<file path="src/rtl/midi_tx_pkg.sv">
// Shared MIDI constants, FSM state types and the status-byte helper for the transmit path.
package midi_tx_pkg;

  localparam int MIDI_PAYLOAD_BITS = 8;
  localparam logic [3:0] MIDI_NOTE_ON  = 4'h9;
  localparam logic [3:0] MIDI_NOTE_OFF = 4'h8;
  localparam int FRAME_BITS = 10;

  typedef enum logic [1:0] {
    M_IDLE,
    M_BYTE0,
    M_BYTE1,
    M_BYTE2
  } msgState_t;

  typedef enum logic [1:0] {
    B_IDLE,
    B_START,
    B_DATA,
    B_STOP
  } byteState_t;

  // Note Off takes priority so a simultaneous request can never leave a note hanging.
  function automatic logic [MIDI_PAYLOAD_BITS-1:0] statusByte(input logic isOff,
                                                              input logic [3:0] channel);
    return {(isOff ? MIDI_NOTE_OFF : MIDI_NOTE_ON), channel};
  endfunction

endpackage

</file>
<file path="src/rtl/midi_tx_uart_tx_byte.sv">
// UART 8N1 byte serializer. A load arriving on the last cycle of the stop bit
// chains straight into the next start bit so consecutive frames have no gap.
module uart_tx_byte
  import midi_tx_pkg::*;
#(
  parameter int DIV = 320
) (
  input  logic                         clk_i,
  input  logic                         rst_i,
  input  logic [MIDI_PAYLOAD_BITS-1:0] data_i,
  input  logic                         load_i,
  output logic                         busy_o,
  output logic                         done_o,
  output logic                         txData_o
);

  localparam int CNT_W = (DIV > 1) ? $clog2(DIV) : 1;
  localparam logic [CNT_W-1:0] CNT_LAST = CNT_W'(DIV - 1);

  byteState_t                   state;
  logic [CNT_W-1:0]             baudCnt;
  logic [2:0]                   bitIdx;
  logic [MIDI_PAYLOAD_BITS-1:0] shiftReg;
  logic                         txReg;
  logic                         bitEnd;

  assign bitEnd   = (baudCnt == CNT_LAST);
  // Combinational so the message FSM can load the next byte on the same edge.
  assign done_o   = (state == B_STOP) && bitEnd;
  assign busy_o   = (state != B_IDLE);
  assign txData_o = txReg;

  // Byte FSM, baud counter and LSB-first shifter; the line is registered.
  always_ff @(posedge clk_i) begin
    if (rst_i) begin
      state    <= B_IDLE;
      baudCnt  <= '0;
      bitIdx   <= 3'd0;
      shiftReg <= '0;
      txReg    <= 1'b1;
    end else begin
      baudCnt <= (state == B_IDLE || bitEnd) ? '0 : baudCnt + 1'b1;
      unique case (state)
        B_IDLE: begin
          if (load_i) begin
            state    <= B_START;
            shiftReg <= data_i;
            txReg    <= 1'b0;
          end
        end
        B_START: begin
          if (bitEnd) begin
            state    <= B_DATA;
            bitIdx   <= 3'd0;
            txReg    <= shiftReg[0];
            shiftReg <= shiftReg >> 1;
          end
        end
        B_DATA: begin
          if (bitEnd) begin
            if (bitIdx == 3'd7) begin
              state <= B_STOP;
              txReg <= 1'b1;
            end else begin
              bitIdx   <= bitIdx + 3'd1;
              txReg    <= shiftReg[0];
              shiftReg <= shiftReg >> 1;
            end
          end
        end
        B_STOP: begin
          if (bitEnd) begin
            if (load_i) begin
              state    <= B_START;
              shiftReg <= data_i;
              txReg    <= 1'b0;
            end else begin
              state <= B_IDLE;
            end
          end
        end
        default: state <= B_IDLE;
      endcase
    end
  end

endmodule

</file>
<file path="src/rtl/midi_tx.sv">
// MIDI Note On/Off transmitter: builds status/note/velocity and sends the three
// bytes as back-to-back 8N1 frames. A strobe on the final stop-bit edge starts the
// next message immediately, so ready_o stays low in that case.
module midi_tx
  import midi_tx_pkg::*;
#(
  parameter int CLK_FREQ     = 10_000_000,
  parameter int BAUD_RATE    = 31250,
  parameter int MIDI_CHANNEL = 0
) (
  input  logic                         clk_i,
  input  logic                         rst_i,
  input  logic                         noteOnStrb_i,
  input  logic                         noteOffStrb_i,
  input  logic [MIDI_PAYLOAD_BITS-1:0] note_i,
  input  logic [MIDI_PAYLOAD_BITS-1:0] velocity_i,
  output logic                         ready_o,
  output logic                         txData_o,
  output logic                         msgDone_o
);

  localparam int DIV = CLK_FREQ / BAUD_RATE;

  msgState_t                    msgState;
  logic [MIDI_PAYLOAD_BITS-1:0] noteReg;
  logic [MIDI_PAYLOAD_BITS-1:0] velocityReg;
  logic                         readyReg;
  logic                         msgDoneReg;

  logic                         byteDone;
  logic                         byteBusy;
  logic                         byteLoad;
  logic [MIDI_PAYLOAD_BITS-1:0] byteData;
  logic                         lastByteDone;
  logic                         accept;
  logic                         unusedBits;

  // Bit 7 of the data bytes is always 0 on the wire; busy is implied by msgState.
  assign unusedBits = ^{note_i[7], velocity_i[7], byteBusy};

  assign ready_o   = readyReg;
  assign msgDone_o = msgDoneReg;

  // Accept decision and byte mux feeding the serializer.
  always_comb begin
    lastByteDone = (msgState == M_BYTE2) && byteDone;
    accept       = (readyReg || lastByteDone) && (noteOnStrb_i || noteOffStrb_i);
    byteLoad     = 1'b0;
    byteData     = '0;
    if (accept) begin
      byteLoad = 1'b1;
      byteData = statusByte(noteOffStrb_i, 4'(MIDI_CHANNEL));
    end else if (byteDone && msgState == M_BYTE0) begin
      byteLoad = 1'b1;
      byteData = noteReg;
    end else if (byteDone && msgState == M_BYTE1) begin
      byteLoad = 1'b1;
      byteData = velocityReg;
    end
  end

  // Message FSM with registered ready/done and payload capture on accept.
  always_ff @(posedge clk_i) begin
    if (rst_i) begin
      msgState    <= M_IDLE;
      noteReg     <= '0;
      velocityReg <= '0;
      readyReg    <= 1'b1;
      msgDoneReg  <= 1'b0;
    end else begin
      msgDoneReg <= lastByteDone;
      if (accept) begin
        msgState    <= M_BYTE0;
        readyReg    <= 1'b0;
        noteReg     <= {1'b0, note_i[6:0]};
        velocityReg <= {1'b0, velocity_i[6:0]};
      end else if (byteDone) begin
        unique case (msgState)
          M_BYTE0: msgState <= M_BYTE1;
          M_BYTE1: msgState <= M_BYTE2;
          M_BYTE2: begin
            msgState <= M_IDLE;
            readyReg <= 1'b1;
          end
          default: msgState <= M_IDLE;
        endcase
      end
    end
  end

  uart_tx_byte #(
    .DIV(DIV)
  ) byteTx (
    .clk_i   (clk_i),
    .rst_i   (rst_i),
    .data_i  (byteData),
    .load_i  (byteLoad),
    .busy_o  (byteBusy),
    .done_o  (byteDone),
    .txData_o(txData_o)
  );

endmodule

</file>
<file path="config.mk">
export PLATFORM = sky130hd
export DESIGN_NAME = midi_tx
export DESIGN_NICKNAME = d
export VERILOG_FILES = /design/src/rtl/midi_tx_pkg.sv /design/src/rtl/midi_tx_uart_tx_byte.sv /design/src/rtl/midi_tx.sv
export SDC_FILE = /design/constraint.sdc
export NUM_CORES = 1
export LEC_CHECK = 0
export ABC_AREA = 1
export CAP_MARGIN = 20
export CORE_MARGIN = 5
export CORE_UTILIZATION = 30
export DETAILED_ROUTE_END_ITERATION = 16
export SYNTH_ARGS = -nofsm -noshare
export SYNTH_HDL_FRONTEND = slang
export SYNTH_SLANG_ARGS = --single-unit
export TNS_END_PERCENT = 10
</file>
<file path="constraint.sdc">
create_clock -name clk_i -period 1.8 [get_ports clk_i]
set_input_delay 0.36 -clock clk_i [delete_from_list [all_inputs] [get_ports clk_i]]
set_output_delay 0.36 -clock clk_i [all_outputs]
set_load 0.05 [all_outputs]
</file>
Figure 1. Clock distribution.
Scale: 4 px per micron.
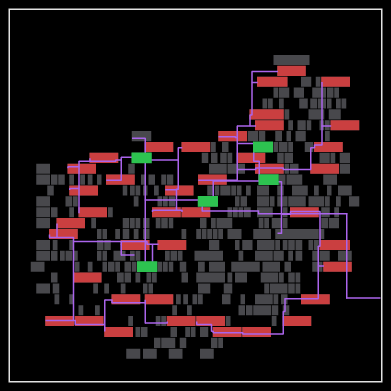
Key: purple = clock wires [length 546 microns]; green = cells driving clock nets [count 5]; red = flip-flops [count 41]
There are 6 routed clock nets.
Worst Skew: 0.007484 ns
Clock Power Share: 26.0%
Clock Latency Late Sink: 0.29 ns
clock-net power: 760 uW

Figure 2. Clock nets.
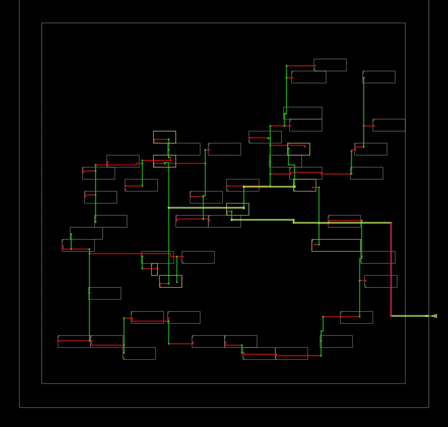
Sink Count: 41
registers: 41
TritonCTS buffer count: 5
clock buf count: 7

==> flow_metrics.env <==
# yosys + openroad results
export IMPL_status="complete, no violations"
export IMPL_fp_dieW_microns=92.73
export IMPL_worstPathMaxFanout=7
export IMPL_synthArstFlopShare_pct=0
export IMPL_ys_sh_adder_pct=6.703
export IMPL_enable_flop_cells=0
export IMPL_fin_crit_sh_pct=95.65
export IMPL_netlist_area_leader_share_pct=39.98
export IMPL_die_y_microns=92.73
export IMPL_clockNetworkAreaShare_pct=4.488
export IMPL_ys_ff=41
export IMPL_fin_setup_tns_ns=0
export IMPL_critical_path_required_ns=2.02
export IMPL_fmax_ghz=0.5808
export IMPL_nonClockBufferCount=32
export IMPL_fin_crit_ns=1.722
export IMPL_leakagePower_uw=0.001142
export IMPL_dr_total_vias=1849
export IMPL_hold_violations=0
export IMPL_ys_seq_share_pct=39.98
export IMPL_hold_path_class="flip-flop to flip-flop"
export IMPL_rsz0062_at_grt="true"
export IMPL_setup_viol_count_final=0
export IMPL_finish_utilization_pct=38.58
export IMPL_path_clk_slew_ns=0.08
export IMPL_syn_area_sq_mm=0.002053
export IMPL_cts_root_buf="clkbuf_8"
export IMPL_cts_htree_levels=2
export IMPL_gp_congestion=0.8022
export IMPL_worstPathArrival_ns=1.94
export IMPL_finalMaxSlewViolations=0
export IMPL_tool_warnings=35
export IMPL_p_sw_share_pct=35.27
export IMPL_p_per_area_mw_per_mm2=1126
export IMPL_layout_nets=348
export IMPL_switching_power_uw=1030
export IMPL_core_area_sq_mm=0.006719
export IMPL_synth_area_per_cell_sq_um=7.204
export IMPL_instances_no_fill=398
export IMPL_xor_share_pct=0.4266
export IMPL_rows=30
export IMPL_relSlewSlack_pct=75.19
export IMPL_hold_buffers=0
export IMPL_worstSetupPathType="flip-flop to flip-flop"
export IMPL_ir_drop_uv=446.0
export IMPL_p_int_uw=1890
export IMPL_muxShareOfSynthArea_pct=0
export IMPL_drt_wl_total_microns=4367
export IMPL_seq_share_pct=31.90
export IMPL_place_area_sq_mm=0.002407
export IMPL_p_comb_share_pct=34.3
==> final timing paths <==
check / cells past startpoint / endpoint / slack, ns / startpoint
setup / recovery: 13 / byteTx.shiftReg[1]$_SDFFE_PP0P_ / 0.08 / byteTx.baudCnt[1]$_SDFF_PP0_
hold / removal: 2 / byteTx.bitIdx[1]$_SDFFE_PP0P_ / 0.47 / byteTx.bitIdx[1]$_SDFFE_PP0P_
setup reg to reg: 13 / byteTx.shiftReg[1]$_SDFFE_PP0P_ / 0.08 / byteTx.baudCnt[1]$_SDFF_PP0_
hold reg to reg: 2 / byteTx.bitIdx[1]$_SDFFE_PP0P_ / 0.47 / byteTx.bitIdx[1]$_SDFFE_PP0P_
==> worst max-delay path: stages (launching register included) <==
cell,delay (ns)
dfxtp_4,0.36
ha_4,0.15
nand2_2,0.07
nor2_2,0.12
nand2_2,0.09
nor2_4,0.15
nand2_4,0.07
nor2_4,0.19
nand2_1,0.07
o21ai_1,0.09
nand3_1,0.09
nand2_1,0.07
nor2_1,0.04
nor2_1,0.09
==> metal layers <==
| layer | vias up | global-route usage (%) | part of all wire [%] |
|---|---|---|---|
| met5 | - | 0 | 0 |
| met4 | 0 | 2.808 | 0.78 |
| met3 | 4 | 3.899 | 4.8 |
| met2 | 34 | 16.98 | 46 |
| met1 | 826 | 13.41 | 48 |
| li1 | 985 | - | - |
==> cell families after synthesis <==
group,after synthesis
and+or+nand+nor,152
AOI/OAI and AO/OA,47
DFF,41
buffers and inverters,33
adders and majority gates,11
xor gates and xnor gates,1
==> state kept, by name, summed over array words and instances (netlist names) <==
signal,cells
byteTx.baudCnt,9
byteTx.bitIdx,3
byteTx.shiftReg,8
byteTx.state,2
byteTx.txData_o,1
msgDone_o,1
msgState,2
noteReg,7
ready_o,1
velocityReg,7
Power and IR drop assume default switching activity.
